[src/rtl/instruction_controller_if.sv]
// Instruction input and datapath control bundle between the instruction
// controller (master) and the datapath/surrounding system (slave).
interface instruction_controller_if;
  logic [15:0] in;
  logic        load;
  logic        s;
  logic        w;
  logic [2:0]  readnum;
  logic [2:0]  writenum;
  logic        write;
  logic        vsel;
  logic [15:0] datapath_in;
  logic        loada;
  logic        loadb;
  logic        loadc;
  logic        loads;
  logic        asel;
  logic        bsel;
  logic [1:0]  shift;
  logic [1:0]  ALUop;

  modport master (
    input  in, load, s,
    output w, readnum, writenum, write, vsel, datapath_in,
           loada, loadb, loadc, loads, asel, bsel, shift, ALUop
  );

  modport slave (
    output in, load, s,
    input  w, readnum, writenum, write, vsel, datapath_in,
           loada, loadb, loadc, loads, asel, bsel, shift, ALUop
  );
endinterface

[src/rtl/instruction_controller.sv]
// Instruction register, decoder and Moore control FSM driving the datapath
// through fetch, compute and write-back for one latched instruction.
module instruction_controller (
  input  logic                      clk,
  input  logic                      reset_n,
  instruction_controller_if.master  bus
);

  typedef enum logic [2:0] {
    S_WAIT,
    S_DECODE,
    S_GET_A,
    S_GET_B,
    S_COMPUTE,
    S_WRITE_REG,
    S_WRITE_IMM
  } state_t;

  state_t      state;
  state_t      next_state;
  logic [15:0] ir;

  logic [2:0] opcode;
  logic [1:0] op;
  logic [2:0] rn;
  logic [2:0] rd;
  logic [1:0] sh;
  logic [2:0] rm;

  logic is_mov_imm;
  logic is_mov_reg;
  logic is_alu;
  logic is_cmp;
  logic is_mvn;

  assign opcode = ir[15:13];
  assign op     = ir[12:11];
  assign rn     = ir[10:8];
  assign rd     = ir[7:5];
  assign sh     = ir[4:3];
  assign rm     = ir[2:0];

  assign is_mov_imm = (opcode == 3'b110) && (op == 2'b10);
  assign is_mov_reg = (opcode == 3'b110) && (op == 2'b00);
  assign is_alu     = (opcode == 3'b101);
  assign is_cmp     = is_alu && (op == 2'b01);
  assign is_mvn     = is_alu && (op == 2'b11);

  // IR only accepts a new word while idle, so it is stable for the whole instruction.
  always_ff @(posedge clk or negedge reset_n) begin
    if (!reset_n) begin
      ir <= 16'h0000;
    end else if (state == S_WAIT && bus.load) begin
      ir <= bus.in;
    end
  end

  always_ff @(posedge clk or negedge reset_n) begin
    if (!reset_n) begin
      state <= S_WAIT;
    end else begin
      state <= next_state;
    end
  end

  always_comb begin
    next_state = state;
    case (state)
      S_WAIT:      next_state = bus.s ? S_DECODE : S_WAIT;
      S_DECODE: begin
        if (is_mov_imm)               next_state = S_WRITE_IMM;
        else if (is_mov_reg || is_mvn) next_state = S_GET_B;
        else if (is_alu)              next_state = S_GET_A;
        else                          next_state = S_WAIT;
      end
      S_GET_A:     next_state = S_GET_B;
      S_GET_B:     next_state = S_COMPUTE;
      S_COMPUTE:   next_state = is_cmp ? S_WAIT : S_WRITE_REG;
      S_WRITE_REG: next_state = S_WAIT;
      S_WRITE_IMM: next_state = S_WAIT;
      default:     next_state = S_WAIT;
    endcase
  end

  assign bus.datapath_in = {{8{ir[7]}}, ir[7:0]};

  // Controls depend on state and IR only, never on s/load.
  always_comb begin
    bus.w        = 1'b0;
    bus.readnum  = 3'b000;
    bus.writenum = 3'b000;
    bus.write    = 1'b0;
    bus.vsel     = 1'b0;
    bus.loada    = 1'b0;
    bus.loadb    = 1'b0;
    bus.loadc    = 1'b0;
    bus.loads    = 1'b0;
    bus.asel     = 1'b0;
    bus.bsel     = 1'b0;
    bus.shift    = 2'b00;
    bus.ALUop    = 2'b00;
    case (state)
      S_WAIT: bus.w = 1'b1;
      S_GET_A: begin
        bus.readnum = rn;
        bus.loada   = 1'b1;
      end
      S_GET_B: begin
        bus.readnum = rm;
        bus.loadb   = 1'b1;
      end
      S_COMPUTE: begin
        bus.shift = sh;
        bus.loadc = 1'b1;
        bus.ALUop = is_alu ? op : 2'b00;
        bus.asel  = is_mov_reg || is_mvn;
        bus.loads = is_cmp;
      end
      S_WRITE_REG: begin
        bus.writenum = rd;
        bus.write    = 1'b1;
      end
      S_WRITE_IMM: begin
        bus.vsel     = 1'b1;
        bus.writenum = rn;
        bus.write    = 1'b1;
      end
      default: bus.w = 1'b0;
    endcase
  end

endmodule

[src/flat_wrapper.sv]
// flat-port wrapper written by rule: the top's interface ports become plain ports
module instruction_controller_flat 
  (clk, reset_n, bus_in, bus_load, bus_s, bus_w, bus_readnum, bus_writenum, bus_write, bus_vsel, bus_datapath_in, bus_loada, bus_loadb, bus_loadc, bus_loads, bus_asel, bus_bsel, bus_shift, bus_ALUop);
  instruction_controller_if bus_i ();
  input  logic clk;
  input  logic reset_n;
  input wire logic [$bits(bus_i.in)-1:0] bus_in;
  input wire logic [$bits(bus_i.load)-1:0] bus_load;
  input wire logic [$bits(bus_i.s)-1:0] bus_s;
  output wire logic [$bits(bus_i.w)-1:0] bus_w;
  output wire logic [$bits(bus_i.readnum)-1:0] bus_readnum;
  output wire logic [$bits(bus_i.writenum)-1:0] bus_writenum;
  output wire logic [$bits(bus_i.write)-1:0] bus_write;
  output wire logic [$bits(bus_i.vsel)-1:0] bus_vsel;
  output wire logic [$bits(bus_i.datapath_in)-1:0] bus_datapath_in;
  output wire logic [$bits(bus_i.loada)-1:0] bus_loada;
  output wire logic [$bits(bus_i.loadb)-1:0] bus_loadb;
  output wire logic [$bits(bus_i.loadc)-1:0] bus_loadc;
  output wire logic [$bits(bus_i.loads)-1:0] bus_loads;
  output wire logic [$bits(bus_i.asel)-1:0] bus_asel;
  output wire logic [$bits(bus_i.bsel)-1:0] bus_bsel;
  output wire logic [$bits(bus_i.shift)-1:0] bus_shift;
  output wire logic [$bits(bus_i.ALUop)-1:0] bus_ALUop;
  assign bus_i.in = bus_in;
  assign bus_i.load = bus_load;
  assign bus_i.s = bus_s;
  assign bus_w = bus_i.w;
  assign bus_readnum = bus_i.readnum;
  assign bus_writenum = bus_i.writenum;
  assign bus_write = bus_i.write;
  assign bus_vsel = bus_i.vsel;
  assign bus_datapath_in = bus_i.datapath_in;
  assign bus_loada = bus_i.loada;
  assign bus_loadb = bus_i.loadb;
  assign bus_loadc = bus_i.loadc;
  assign bus_loads = bus_i.loads;
  assign bus_asel = bus_i.asel;
  assign bus_bsel = bus_i.bsel;
  assign bus_shift = bus_i.shift;
  assign bus_ALUop = bus_i.ALUop;
  instruction_controller u_core (.clk(clk), .reset_n(reset_n), .bus(bus_i));
endmodule
[config.mk]
export PLATFORM = sky130hd
export DESIGN_NAME = instruction_controller_flat
export DESIGN_NICKNAME = d
export VERILOG_FILES = /design/src/rtl/instruction_controller_if.sv /design/src/rtl/instruction_controller.sv /design/src/flat_wrapper.sv
export SDC_FILE = /design/constraint.sdc
export NUM_CORES = 1
export LEC_CHECK = 0
export CAP_MARGIN = 20
export CORE_UTILIZATION = 41
export CTS_CLUSTER_SIZE = 16
export DETAILED_ROUTE_END_ITERATION = 16
export GPL_TIMING_DRIVEN = 0
export PLACE_DENSITY = 0.79
export SLEW_MARGIN = 20
export SYNTH_ARGS = -nofsm -noshare
export SYNTH_HDL_FRONTEND = slang
export SYNTH_SLANG_ARGS = --single-unit
[constraint.sdc]
create_clock -name clk -period 1.5 [get_ports clk]
set_input_delay 0.3 -clock clk [delete_from_list [all_inputs] [get_ports clk]]
set_output_delay 0.3 -clock clk [all_outputs]
set_load 0.005 [all_outputs]
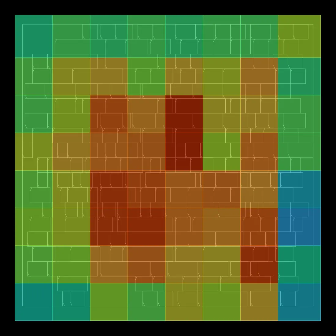
Figure 1: congestion heat map.
GR peak layer: met2
gr usage total: 0.2375

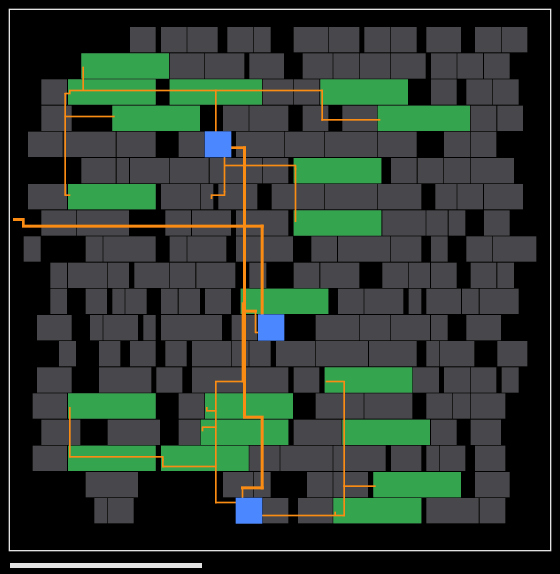
Figure 2: clock network drawn from the DEF.
Scale bar: 20 um.
Key: green = flip-flops [count 19]; orange = clock wires [length 249 um]; blue = clock drivers [count 3]
There are 4 routed clock nets.

==> results.toml <==
# implementation run metrics
[routing]
vias = 1179
routed_via_density = 5.082
dr.pass1.iters = 4
routed_wl_um = 3681
drt_iter0_markers = 13
ant_nets = 0
avgRoutedWirePerCell_um = 15.87
drc = 0

[global_route]
grt_max_degree = 20
grt_remaining_overflow = 0
grt_pass1_vias = 1189
grt_antenna_before_repair = 0
grt_pass1_wl_um = 5747

[yosys]
syn_inst = 113
ys_seq_frac = 0.3958
synthesis.nets = 133
ys_seq_elements = 19
ys_area_um2 = 1201
synth.distinct_cells = 32
syn_area_um2 = 1201
ys_warn_count = 0
ys_cells = 113

[critical_path]
worstPathMaxFanout = 5
critical_path.endpoint_type = "primary output"
worstPathRequired_ns = 1.20
rrSetupSlack_ns = -0.17
startpoint_type = "register"
worstSetupPathType = "reg -> out"
reg2reg_depth = 6
critPathArrivalTime_ns = 1.45
reg2reg_to = "u_core.ir[7]"
r2r_start = "u_core.state[0]"

[status]
violations = "negative setup slack"
status = "complete, but fails checks"

[placed_design]
port-buffer-count = 53
pre_cts_ws_ns = -0.5881
hpwlAfterDp_um = 2110
gp_congestion = 0.8755

[finish]
nets = 222
area_growth_pct = 79.90
mostFrequentLayoutCell = "buf_4"
antenna_cells = 0
fin_area_um2 = 2161
drive_above_1_share = 0.6368
final_cell_mix = "47 x buf_4, 19 x clkdlybuf4s50_1, 17 x dfrtp_1"

[clock_tree]
clockBufferDepth = 2
ctsHoldBuffers = 0
cts_tree = "yes"
numClockSinks = 19
cts_buffers = 3
path_clk_slew_ns = 0.10
insertion_delay_ns = 0.30
cts_htree_levels = 1

[floorplanning]
die_w_um = 56.13
fp_util = 0.4356
dieArea_um2 = 3150
core_area_um2 = 2758
io-pin-count = 55
num_rows = 19
die_y_um = 56.13

[sta]
hold_viol = 0
setup_tns_ns = -5.696
maxSlewViolCount = 0
relSlewSlack = 0.4187
period_minus_slack_ns = 1.747
final-setup-viol-count = 34
finalClockPeriodUsage = 1.165
timing.fmax_ghz = 0.5724
fin_ws_ns = -0.2469
timing.hold.ws_ns = 0.4798
finalClockSkew_ns = 0.0006778
rsz0062_at_grt = "yes"

[flow_run]
warning_count = 28
maxCapViolCount = 0

[power]
ir_worst_vdd_mv = 1.690
p_leak_nw = 1.049
powerDensity_nw_per_um2 = 2127

[worst_hold_path]
hold_class = "in -> async"
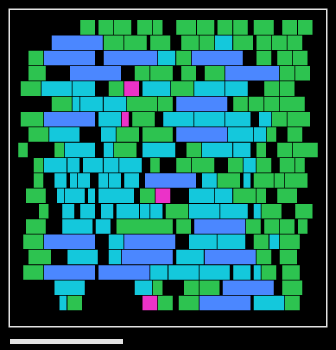
Figure 3: placement by cell class.
Scale bar: 20 um.
Key: magenta = clock drivers and dummy loads [cells 4, share of their area 1.2%]; blue = flops [cells 19, share of their area 23%]; green = other buffers and delay cells [cells 107, share of their area 44%]; cyan = combinational and other logic [cells 71, share of their area 33%]

## synthesized netlist by cell type
library cell,count,area (um2)
o21a_1,1,7.510
o211ai_1,2,15.01
nand2b_1,2,12.51
nor3b_1,1,7.510
nand2_1,3,11.26
conb_1,1,3.750
o21ai_0,1,5.000
and2_4,1,8.760
dfrtp_1,19,475.5
and4b_1,1,10.01
nor2b_1,9,56.30
nand3b_1,1,7.510
buf_12,1,20.02
o31ai_1,1,7.510
mux2_4,10,150.1
clkbuf_1,2,7.510
nor3_1,1,5.000
and2_1,1,6.260
inv_1,2,7.510
buf_4,17,127.6
mux2_2,6,67.56
nor3_4,1,16.27
nor2_1,11,41.29
nor4b_1,1,8.760
nand3_1,1,5.000
a31oi_1,1,6.260
buf_6,2,22.52
buf_2,1,5.000
a21oi_1,5,25.02
and3_1,2,12.51
a22oi_1,4,30.03
o32ai_1,1,8.760
## worst max-delay path, stage by stage, from the launching register on
cell	delay [ns]
dfrtp_2	0.43
buf_8	0.14
nor2_4	0.16
buf_6	0.13
nand3_4	0.07
nor2_2	0.09
buf_2	0.11
## repair_timing
action,4_1_cts,5_1_grt
gates cloned,1,0
setup buffers,26,7
gates resized,119,31
pin swaps,11,10
setup endpoints to repair,44,42
## kinds of logic after synthesis
| group | after synthesis | share of synthesized area |
|---|---|---|
| and+or+nand+nor | 36 | 0.1740 |
| AOI/OAI and AO/OA | 16 | 0.08750 |
| buffers and inverters | 25 | 0.1583 |
| muxes | 16 | 0.1812 |
| DFF | 19 | 0.3958 |
| other | 1 | 0.003122 |
## worst max-delay path by stage
stage | from | end | slack [ns] | depth (start not counted)
4_1_cts | u_core.state[0] | bus_ALUop[0] | -0.21 | 6
5_1_grt | u_core.state[1] | bus_ALUop[0] | -0.31 | 6
6_report | u_core.state[1] | bus_ALUop[0] | -0.25 | 6
2_1_floorplan | u_core.state[2] | u_core.ir[0] | 0.07 | 6
3_3_place_gp | u_core.state[1] | bus_loads | -0.58 | 5
3_5_place_dp | u_core.state[1] | bus_loads | -0.59 | 5
## state kept, by name, indices dropped and copies added (netlist names)
name,cells
u_core.state,3
u_core.ir,16
## routing by layer
metal  wire length (um)  track usage
met5                  0            0
met4                 71      0.07317
met3                244      0.03953
met2               1892       0.4337
met1               1472       0.2823
## stage by stage
step,total power [mW],instances,utilization
after floorplan,2.360,113,-
after global routing,4.843,232,0.7836
after detailed placement,3.260,197,0.6420
after global placement,3.187,197,0.6420
final,4.595,232,0.7836
after CTS,4.348,226,0.7600
## final cells by class
type / count / area, um2
timing repair buffer: 86 / 754.5
multi-input combinational: 69 / 680.7
fill: 171 / 596.8
sequential: 19 / 478.0
buffer: 21 / 170.2
tap: 31 / 38.79
clock buffer: 4 / 26.28
inverter: 2 / 12.51
## power breakdown
part	switching, mW	internal (mW)	leakage (nW)
logic	1.24	2.08	0.810
registers	0.244	0.774	0.224
clock network	0.158	0.104	0.0150
total	1.64	2.95	1.05
No activity file was given, so power comes from the tool's default toggle rates.
